Clock network drawn from the DEF:
Drawn at 4 px/micron.
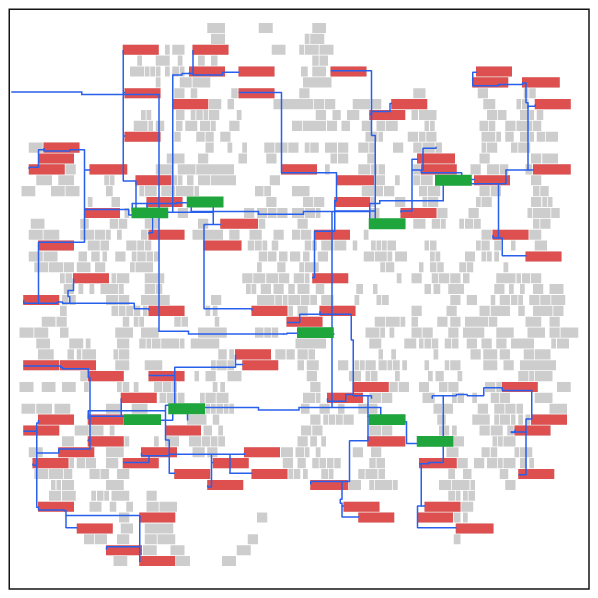
Cell area per tile:
Drawn at 2 px/micron. The die is cut into 14 by 14 equal tiles; white is low, dark blue is high, 0 to 100% covered.
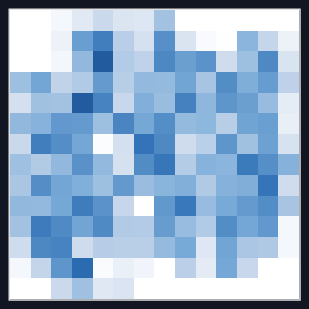
Power grid:
Drawn at 3 px/micron. Pins as bars on the die edge.
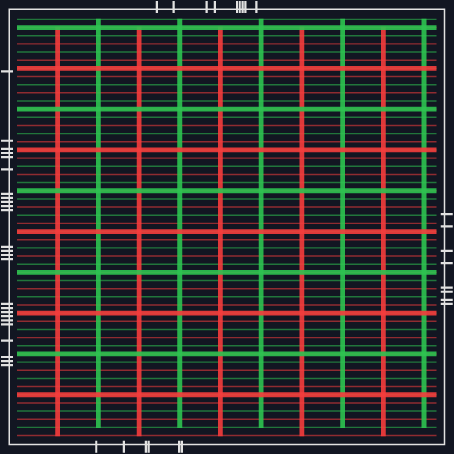
Track usage over the die:
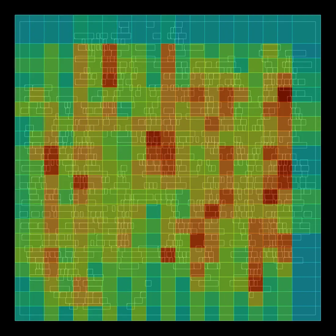
Signal wires on met4:
Drawn at 2 px/micron.
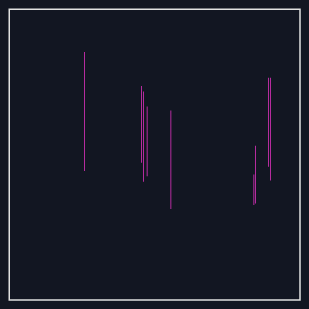
**src/rtl/change_dispenser_pkg.sv**
```systemverilog
// Shared types and constants for the change dispenser: FSM states,
// hopper indices and the denomination value table (largest first).
package change_pkg;

  typedef enum logic [1:0] {
    ST_IDLE   = 2'd0,
    ST_SELECT = 2'd1,
    ST_EJECT  = 2'd2,
    ST_DONE   = 2'd3
  } state_t;

  localparam int NUM_DENOM = 5;
  localparam int DENOM_W   = 3;

  localparam logic [DENOM_W-1:0] IDX_20 = 3'd0;
  localparam logic [DENOM_W-1:0] IDX_10 = 3'd1;
  localparam logic [DENOM_W-1:0] IDX_5  = 3'd2;
  localparam logic [DENOM_W-1:0] IDX_2  = 3'd3;
  localparam logic [DENOM_W-1:0] IDX_1  = 3'd4;

  localparam logic [7:0] DENOM_VAL [NUM_DENOM] = '{8'd20, 8'd10, 8'd5, 8'd2, 8'd1};

  function automatic logic is_valid_denom(input logic [DENOM_W-1:0] idx);
    return idx <= IDX_1;
  endfunction

endpackage

```
**src/rtl/change_dispenser_if.sv**
```systemverilog
// Payout-side bus of the vending protocol: change request, hopper eject
// handshake, inventory refill and completion status.
interface change_dispenser_if #(parameter int INV_W = 8);
  logic             chg_valid;
  logic [7:0]       chg_amt;
  logic             chg_ready;
  logic             eject_req;
  logic [2:0]       eject_denom;
  logic             eject_ack;
  logic             refill_valid;
  logic [2:0]       refill_denom;
  logic [INV_W-1:0] refill_count;
  logic             done;
  logic             shortfall;
  logic [7:0]       residual;
  logic [7:0]       paid_total;
  logic             jam;

  modport master (
    output chg_valid, chg_amt, eject_ack, refill_valid, refill_denom, refill_count,
    input  chg_ready, eject_req, eject_denom, done, shortfall, residual, paid_total, jam
  );

  modport slave (
    input  chg_valid, chg_amt, eject_ack, refill_valid, refill_denom, refill_count,
    output chg_ready, eject_req, eject_denom, done, shortfall, residual, paid_total, jam
  );
endinterface

```
**src/rtl/change_dispenser_coin_inventory.sv**
```systemverilog
// Per-hopper coin counters: exact-load refill, decrement on eject ack,
// clear on jam. A refill colliding with an ack lands one coin lower.
module coin_inventory
  import change_pkg::*;
#(
  parameter int INV_W      = 8,
  parameter int INIT_COUNT = 20
) (
  input  logic               clk,
  input  logic               rst,
  input  logic               dec_en,
  input  logic               clr_en,
  input  logic [DENOM_W-1:0] op_idx,
  input  logic               refill_valid,
  input  logic [DENOM_W-1:0] refill_denom,
  input  logic [INV_W-1:0]   refill_count,
  output logic [INV_W-1:0]   level [NUM_DENOM]
);

  logic refill_ok;
  assign refill_ok = refill_valid && is_valid_denom(refill_denom);

  always_ff @(posedge clk or posedge rst) begin
    if (rst) begin
      for (int d = 0; d < NUM_DENOM; d++) level[d] <= INV_W'(INIT_COUNT);
    end else begin
      for (int d = 0; d < NUM_DENOM; d++) begin
        if (refill_ok && refill_denom == DENOM_W'(d)) begin
          if (dec_en && op_idx == DENOM_W'(d))
            level[d] <= (refill_count == '0) ? '0 : refill_count - INV_W'(1);
          else
            level[d] <= refill_count;
        end else if (clr_en && op_idx == DENOM_W'(d)) begin
          level[d] <= '0;
        end else if (dec_en && op_idx == DENOM_W'(d) && level[d] != '0) begin
          level[d] <= level[d] - INV_W'(1);
        end
      end
    end
  end

endmodule

```
**src/rtl/change_dispenser.sv**
```systemverilog
// Change payout controller: greedy largest-first coin selection over the
// hoppers, one req/ack eject at a time, with shortfall and jam reporting.
//
// state  | meaning
// IDLE   | ready for a change request
// SELECT | pick the largest affordable denomination still in stock
// EJECT  | eject_req held until ack or ack timeout (jam)
// DONE   | publish done/residual/shortfall, then back to IDLE
module change_dispenser
  import change_pkg::*;
#(
  parameter int INV_W       = 8,
  parameter int INIT_COUNT  = 20,
  parameter int ACK_TIMEOUT = 64
) (
  input  logic                clk,
  input  logic                rst,
  change_dispenser_if.slave   bus
);

  localparam int TMO_W = (ACK_TIMEOUT > 1) ? $clog2(ACK_TIMEOUT) : 1;

  state_t             state;
  logic [7:0]         remaining;
  logic [7:0]         coin_val;
  logic [TMO_W-1:0]   tmo_cnt;
  logic [INV_W-1:0]   inv_lvl [NUM_DENOM];

  logic               sel_found;
  logic [DENOM_W-1:0] sel_idx;
  logic [7:0]         sel_val;
  logic               ack_hit;
  logic               tmo_hit;

  assign ack_hit = (state == ST_EJECT) && bus.eject_ack;
  assign tmo_hit = (state == ST_EJECT) && !bus.eject_ack
                   && (tmo_cnt == TMO_W'(ACK_TIMEOUT - 1));

  // Scan smallest-to-largest so the largest eligible denomination wins.
  always_comb begin
    sel_found = 1'b0;
    sel_idx   = '0;
    sel_val   = '0;
    for (int d = NUM_DENOM - 1; d >= 0; d--) begin
      if (DENOM_VAL[d] <= remaining && inv_lvl[d] != '0) begin
        sel_found = 1'b1;
        sel_idx   = DENOM_W'(d);
        sel_val   = DENOM_VAL[d];
      end
    end
  end

  coin_inventory #(
    .INV_W      (INV_W),
    .INIT_COUNT (INIT_COUNT)
  ) u_inv (
    .clk          (clk),
    .rst          (rst),
    .dec_en       (ack_hit),
    .clr_en       (tmo_hit),
    .op_idx       (bus.eject_denom),
    .refill_valid (bus.refill_valid),
    .refill_denom (bus.refill_denom),
    .refill_count (bus.refill_count),
    .level        (inv_lvl)
  );

  always_ff @(posedge clk or posedge rst) begin
    if (rst) begin
      state           <= ST_IDLE;
      remaining       <= '0;
      coin_val        <= '0;
      tmo_cnt         <= '0;
      bus.chg_ready   <= 1'b1;
      bus.eject_req   <= 1'b0;
      bus.eject_denom <= IDX_20;
      bus.done        <= 1'b0;
      bus.shortfall   <= 1'b0;
      bus.residual    <= '0;
      bus.paid_total  <= '0;
      bus.jam         <= 1'b0;
    end else begin
      bus.done <= 1'b0;
      bus.jam  <= 1'b0;
      case (state)
        ST_IDLE: begin
          if (bus.chg_valid) begin
            remaining      <= bus.chg_amt;
            bus.paid_total <= '0;
            bus.chg_ready  <= 1'b0;
            state          <= (bus.chg_amt != '0) ? ST_SELECT : ST_DONE;
          end
        end
        ST_SELECT: begin
          if (sel_found) begin
            bus.eject_denom <= sel_idx;
            bus.eject_req   <= 1'b1;
            coin_val        <= sel_val;
            tmo_cnt         <= '0;
            state           <= ST_EJECT;
          end else begin
            state <= ST_DONE;
          end
        end
        ST_EJECT: begin
          if (bus.eject_ack) begin
            remaining      <= remaining - coin_val;
            bus.paid_total <= bus.paid_total + coin_val;
            bus.eject_req  <= 1'b0;
            state          <= (remaining == coin_val) ? ST_DONE : ST_SELECT;
          end else if (tmo_hit) begin
            bus.jam       <= 1'b1;
            bus.eject_req <= 1'b0;
            state         <= ST_SELECT;
          end else begin
            tmo_cnt <= tmo_cnt + TMO_W'(1);
          end
        end
        ST_DONE: begin
          bus.done      <= 1'b1;
          bus.residual  <= remaining;
          bus.shortfall <= (remaining != '0);
          bus.chg_ready <= 1'b1;
          state         <= ST_IDLE;
        end
        default: state <= ST_IDLE;
      endcase
    end
  end

endmodule
```
**src/flat_wrapper.sv**
```systemverilog
// flat-port wrapper written by rule: the top's interface ports become plain ports
module change_dispenser_flat import change_pkg::*;
#(
  parameter int INV_W       = 8,
  parameter int INIT_COUNT  = 20,
  parameter int ACK_TIMEOUT = 64
)
  (clk, rst, bus_chg_valid, bus_chg_amt, bus_eject_ack, bus_refill_valid, bus_refill_denom, bus_refill_count, bus_chg_ready, bus_eject_req, bus_eject_denom, bus_done, bus_shortfall, bus_residual, bus_paid_total, bus_jam);
  change_dispenser_if #(.INV_W(INV_W)) bus_i ();
  input  logic clk;
  input  logic rst;
  input wire logic [$bits(bus_i.chg_valid)-1:0] bus_chg_valid;
  input wire logic [$bits(bus_i.chg_amt)-1:0] bus_chg_amt;
  input wire logic [$bits(bus_i.eject_ack)-1:0] bus_eject_ack;
  input wire logic [$bits(bus_i.refill_valid)-1:0] bus_refill_valid;
  input wire logic [$bits(bus_i.refill_denom)-1:0] bus_refill_denom;
  input wire logic [$bits(bus_i.refill_count)-1:0] bus_refill_count;
  output wire logic [$bits(bus_i.chg_ready)-1:0] bus_chg_ready;
  output wire logic [$bits(bus_i.eject_req)-1:0] bus_eject_req;
  output wire logic [$bits(bus_i.eject_denom)-1:0] bus_eject_denom;
  output wire logic [$bits(bus_i.done)-1:0] bus_done;
  output wire logic [$bits(bus_i.shortfall)-1:0] bus_shortfall;
  output wire logic [$bits(bus_i.residual)-1:0] bus_residual;
  output wire logic [$bits(bus_i.paid_total)-1:0] bus_paid_total;
  output wire logic [$bits(bus_i.jam)-1:0] bus_jam;
  assign bus_i.chg_valid = bus_chg_valid;
  assign bus_i.chg_amt = bus_chg_amt;
  assign bus_i.eject_ack = bus_eject_ack;
  assign bus_i.refill_valid = bus_refill_valid;
  assign bus_i.refill_denom = bus_refill_denom;
  assign bus_i.refill_count = bus_refill_count;
  assign bus_chg_ready = bus_i.chg_ready;
  assign bus_eject_req = bus_i.eject_req;
  assign bus_eject_denom = bus_i.eject_denom;
  assign bus_done = bus_i.done;
  assign bus_shortfall = bus_i.shortfall;
  assign bus_residual = bus_i.residual;
  assign bus_paid_total = bus_i.paid_total;
  assign bus_jam = bus_i.jam;
  change_dispenser #(.INV_W(INV_W), .INIT_COUNT(INIT_COUNT), .ACK_TIMEOUT(ACK_TIMEOUT)) u_core (.clk(clk), .rst(rst), .bus(bus_i));
endmodule
```
**config.mk**
```make
export PLATFORM = sky130hd
export DESIGN_NAME = change_dispenser_flat
export DESIGN_NICKNAME = d
export VERILOG_FILES = /design/src/rtl/change_dispenser_pkg.sv /design/src/rtl/change_dispenser_if.sv /design/src/rtl/change_dispenser_coin_inventory.sv /design/src/rtl/change_dispenser.sv /design/src/flat_wrapper.sv
export SDC_FILE = /design/constraint.sdc
export NUM_CORES = 1
export LEC_CHECK = 0
export ABC_CLOCK_PERIOD_IN_PS = 3080
export CAP_MARGIN = 15
export CORE_MARGIN = 2
export CORE_UTILIZATION = 30
export DETAILED_ROUTE_END_ITERATION = 10
export GPL_TIMING_DRIVEN = 1
export PLACE_DENSITY = 0.46
export SETUP_SLACK_MARGIN = 0.2
export SYNTH_ARGS = -nofsm -noshare
export SYNTH_HDL_FRONTEND = slang
export SYNTH_SLANG_ARGS = --single-unit
```
**constraint.sdc**
```tcl
create_clock -name clk -period 3.08 [get_ports clk]
set_clock_uncertainty 0.2 [all_clocks]
set_input_delay 0.924 -clock clk [delete_from_list [all_inputs] [get_ports clk]]
set_output_delay 0.924 -clock clk [all_outputs]
set_load 0.02 [all_outputs]
```
==> flow_metrics.tcl <==
# metrics dict for downstream scripts
set metrics [dict create \
    dp.cells 1064 \
    yosys_most_used_dff "dfrtp_1" \
    yosysTopAreaCell "dfrtp_1" \
    viasPerCell 5.25 \
    drv_cap 0 \
    hpwl_microns 13800 \
    drc 0 \
    io_buffers 47 \
    yosys.stat.seqShare 0.357 \
    die_w_microns 145 \
    power.density_mw_per_mm2 742 \
    std_cell_rows 51 \
    drt_wl_total_microns 18200 \
    path_clk_slew_ps 70 \
    status "complete, no violations" \
    cts_tree "done" \
    finalCritPeriodShare 0.907 \
    arrival_ps 1670 \
    worst_slack_ps 288 \
    r2r.worst_path.cells 7 \
    cts_sinks 84 \
    p_sw_frac 0.416 \
    tightest_slew_ps 584 \
    relSlewSlack 0.611 \
    worst-path-max-fanout 11 \
    p_comb_frac 0.473 \
    required_ps 1960 \
    pin_count 48 \
    wire_per_inst_microns 16.8 \
    areaGrowthSynthToFinish_pct 30.2 \
    layout-drive-gt1-share 0.212 \
    final_cell_mix "92 x buf_4, 73 x dfrtp_1, 72 x nor2_1" \
    topCellsByArea "dfrtp_1 31%, dfstp_2 4.9%, ha_1 4.6%, nor2_1 4.6%, a21oi_1 4.6%" \
    hold_path_depth 2 \
    grt_pass1_vias 5550 \
    min_period_ps 2790 \
    hold_class "flip-flop to flip-flop" \
    fp_nets 742 \
    grt_pass1_wl_microns 29400 \
]
-- 'clock network drawn from the DEF' (at the start) --
[clock-net drivers] green | count: 9
[clock wires] blue | length: 1470 microns
[flip-flops] red | count: 84
flops lie: all over the die
clock power share: 0.186
Worst-Skew Late Latency: 350 ps

-- 'cell area per tile' (at the start) --
nearly empty tiles: 14%
mean over tiles: 35%
tiles over 75% full: 1.5%

-- 'power grid' (at the start) --
[VDD] green
[VSS] red
rows: 51
met4 straps: 10
met1 rails: 52
signal pins: 48

-- 'track usage over the die' (at the start) --
grt met1 use: 0.233
GRT Overall Usage: 0.181
met2 usage: 0.309
GR peak layer: met2
met3 Use GR: 0.0397

-- 'signal wires on met4' (at the start) --
nets with wire on the layer: 9
longest straight run: 59.2 microns

Yosys cell counts, types with 4 or more instances:
| master | count |
|---|---|
| nand2b_1 | 7 |
| clkbuf_1 | 16 |
| o21a_1 | 23 |
| ha_1 | 22 |
| xor2_1 | 6 |
| o22ai_1 | 9 |
| o22a_1 | 22 |
| mux2_2 | 8 |
| nor3_1 | 26 |
| a31o_2 | 6 |
| nand3_1 | 18 |
| nor3b_1 | 11 |
| nor4_1 | 8 |
| o21ai_0 | 25 |
| a211oi_1 | 8 |
| a22o_1 | 7 |
| mux2i_1 | 13 |
| nand2_1 | 65 |
| nor2b_1 | 7 |
| a32o_1 | 4 |
| buf_2 | 14 |
| or2_2 | 5 |
| inv_1 | 39 |
| dfrtp_1 | 73 |
| xnor2_1 | 6 |
| or3_1 | 5 |
| a31oi_1 | 26 |
| a21oi_1 | 54 |
| nand4_1 | 4 |
| a21o_1 | 5 |
| nor2_1 | 73 |
| dfstp_2 | 11 |
through the flow:
stage	setup TNS, ps	cell area (sq um)	utilization	hold slack [ps]	power [mW]
floorplan	0	5950	-	255	3.73
global placement	-4630	7310	0.377	269	4.62
detailed placement	-5200	7310	0.377	284	4.66
CTS	0	7610	0.392	294	5.77
global route	0	7720	0.398	313	6.20
finish	0	7720	0.398	292	5.73
per-layer routing:
metal / GRT usage / wire length, microns / vias up
li1: - / - / 2782
met1: 0.233 / 8280 / 2761
met2: 0.309 / 8750 / 127
met3: 0.0397 / 842 / 19
met4: 0.0470 / 364 / 0
met5: 0 / 0 / -
worst register-to-register path: stages (launching register included):
cell	delay, ps
dfrtp_1	410
inv_1	70
ha_1	170
or3b_4	410
or4_4	510
a211oi_4	370
a311oi_4	200
a32o_1	310
state kept, by name (all words and copies together) (netlist names):
signal and cells:
u_core.bus.chg_ready 1, u_core.bus.residual 8, u_core.u_inv.level 40, u_core.coin_val 4, u_core.bus.jam 1, u_core.bus.done 1, u_core.bus.shortfall 1, u_core.bus.eject_denom 3
u_core.tmo_cnt 6, u_core.bus.eject_req 1, u_core.remaining 8, u_core.state 2, u_core.bus.paid_total 8
cell families (layout without fill, tap and decap cells):
kind of cell / count (synthesis) / in the layout / synth area share
simple gates: 256 / 256 / 0.214
compound gates: 224 / 224 / 0.270
flops: 84 / 84 / 0.357
buf+inv: 73 / 198 / 0.0509
fa+ha+maj: 24 / 24 / 0.0532
mux: 21 / 21 / 0.0371
xor+xnor: 12 / 12 / 0.0177
power by group through the flow:
stage          logic (mW)  registers, mW  clock network, mW
4_1_cts              2.71           1.96               1.10
3_3_place_gp         2.65           1.97                  0
5_1_grt              3.03           2.03               1.14
6_report             2.71           1.96               1.06
2_1_floorplan        1.76           1.96                  0
3_5_place_dp         2.69           1.97                  0
layout make-up:
type / instances / area share
clock buffers: 11 / 0.0314
multi-input cells: 537 / 0.467
well taps: 265 / 0.0429
clock inverters: 5 / 0.00486
repair buffers: 143 / 0.160
flip-flops and latches: 84 / 0.274
inverters: 39 / 0.0194
timing repair:
action | in CTS | in global routing
setup buffers | 0 | 4
gates resized | 12 | 18
pin swaps | 2 | 3
hold buffers | 0 | 0
setup endpoints to repair | 14 | 36
Power figures rest on the tool's default switching activity, not on a simulated workload.
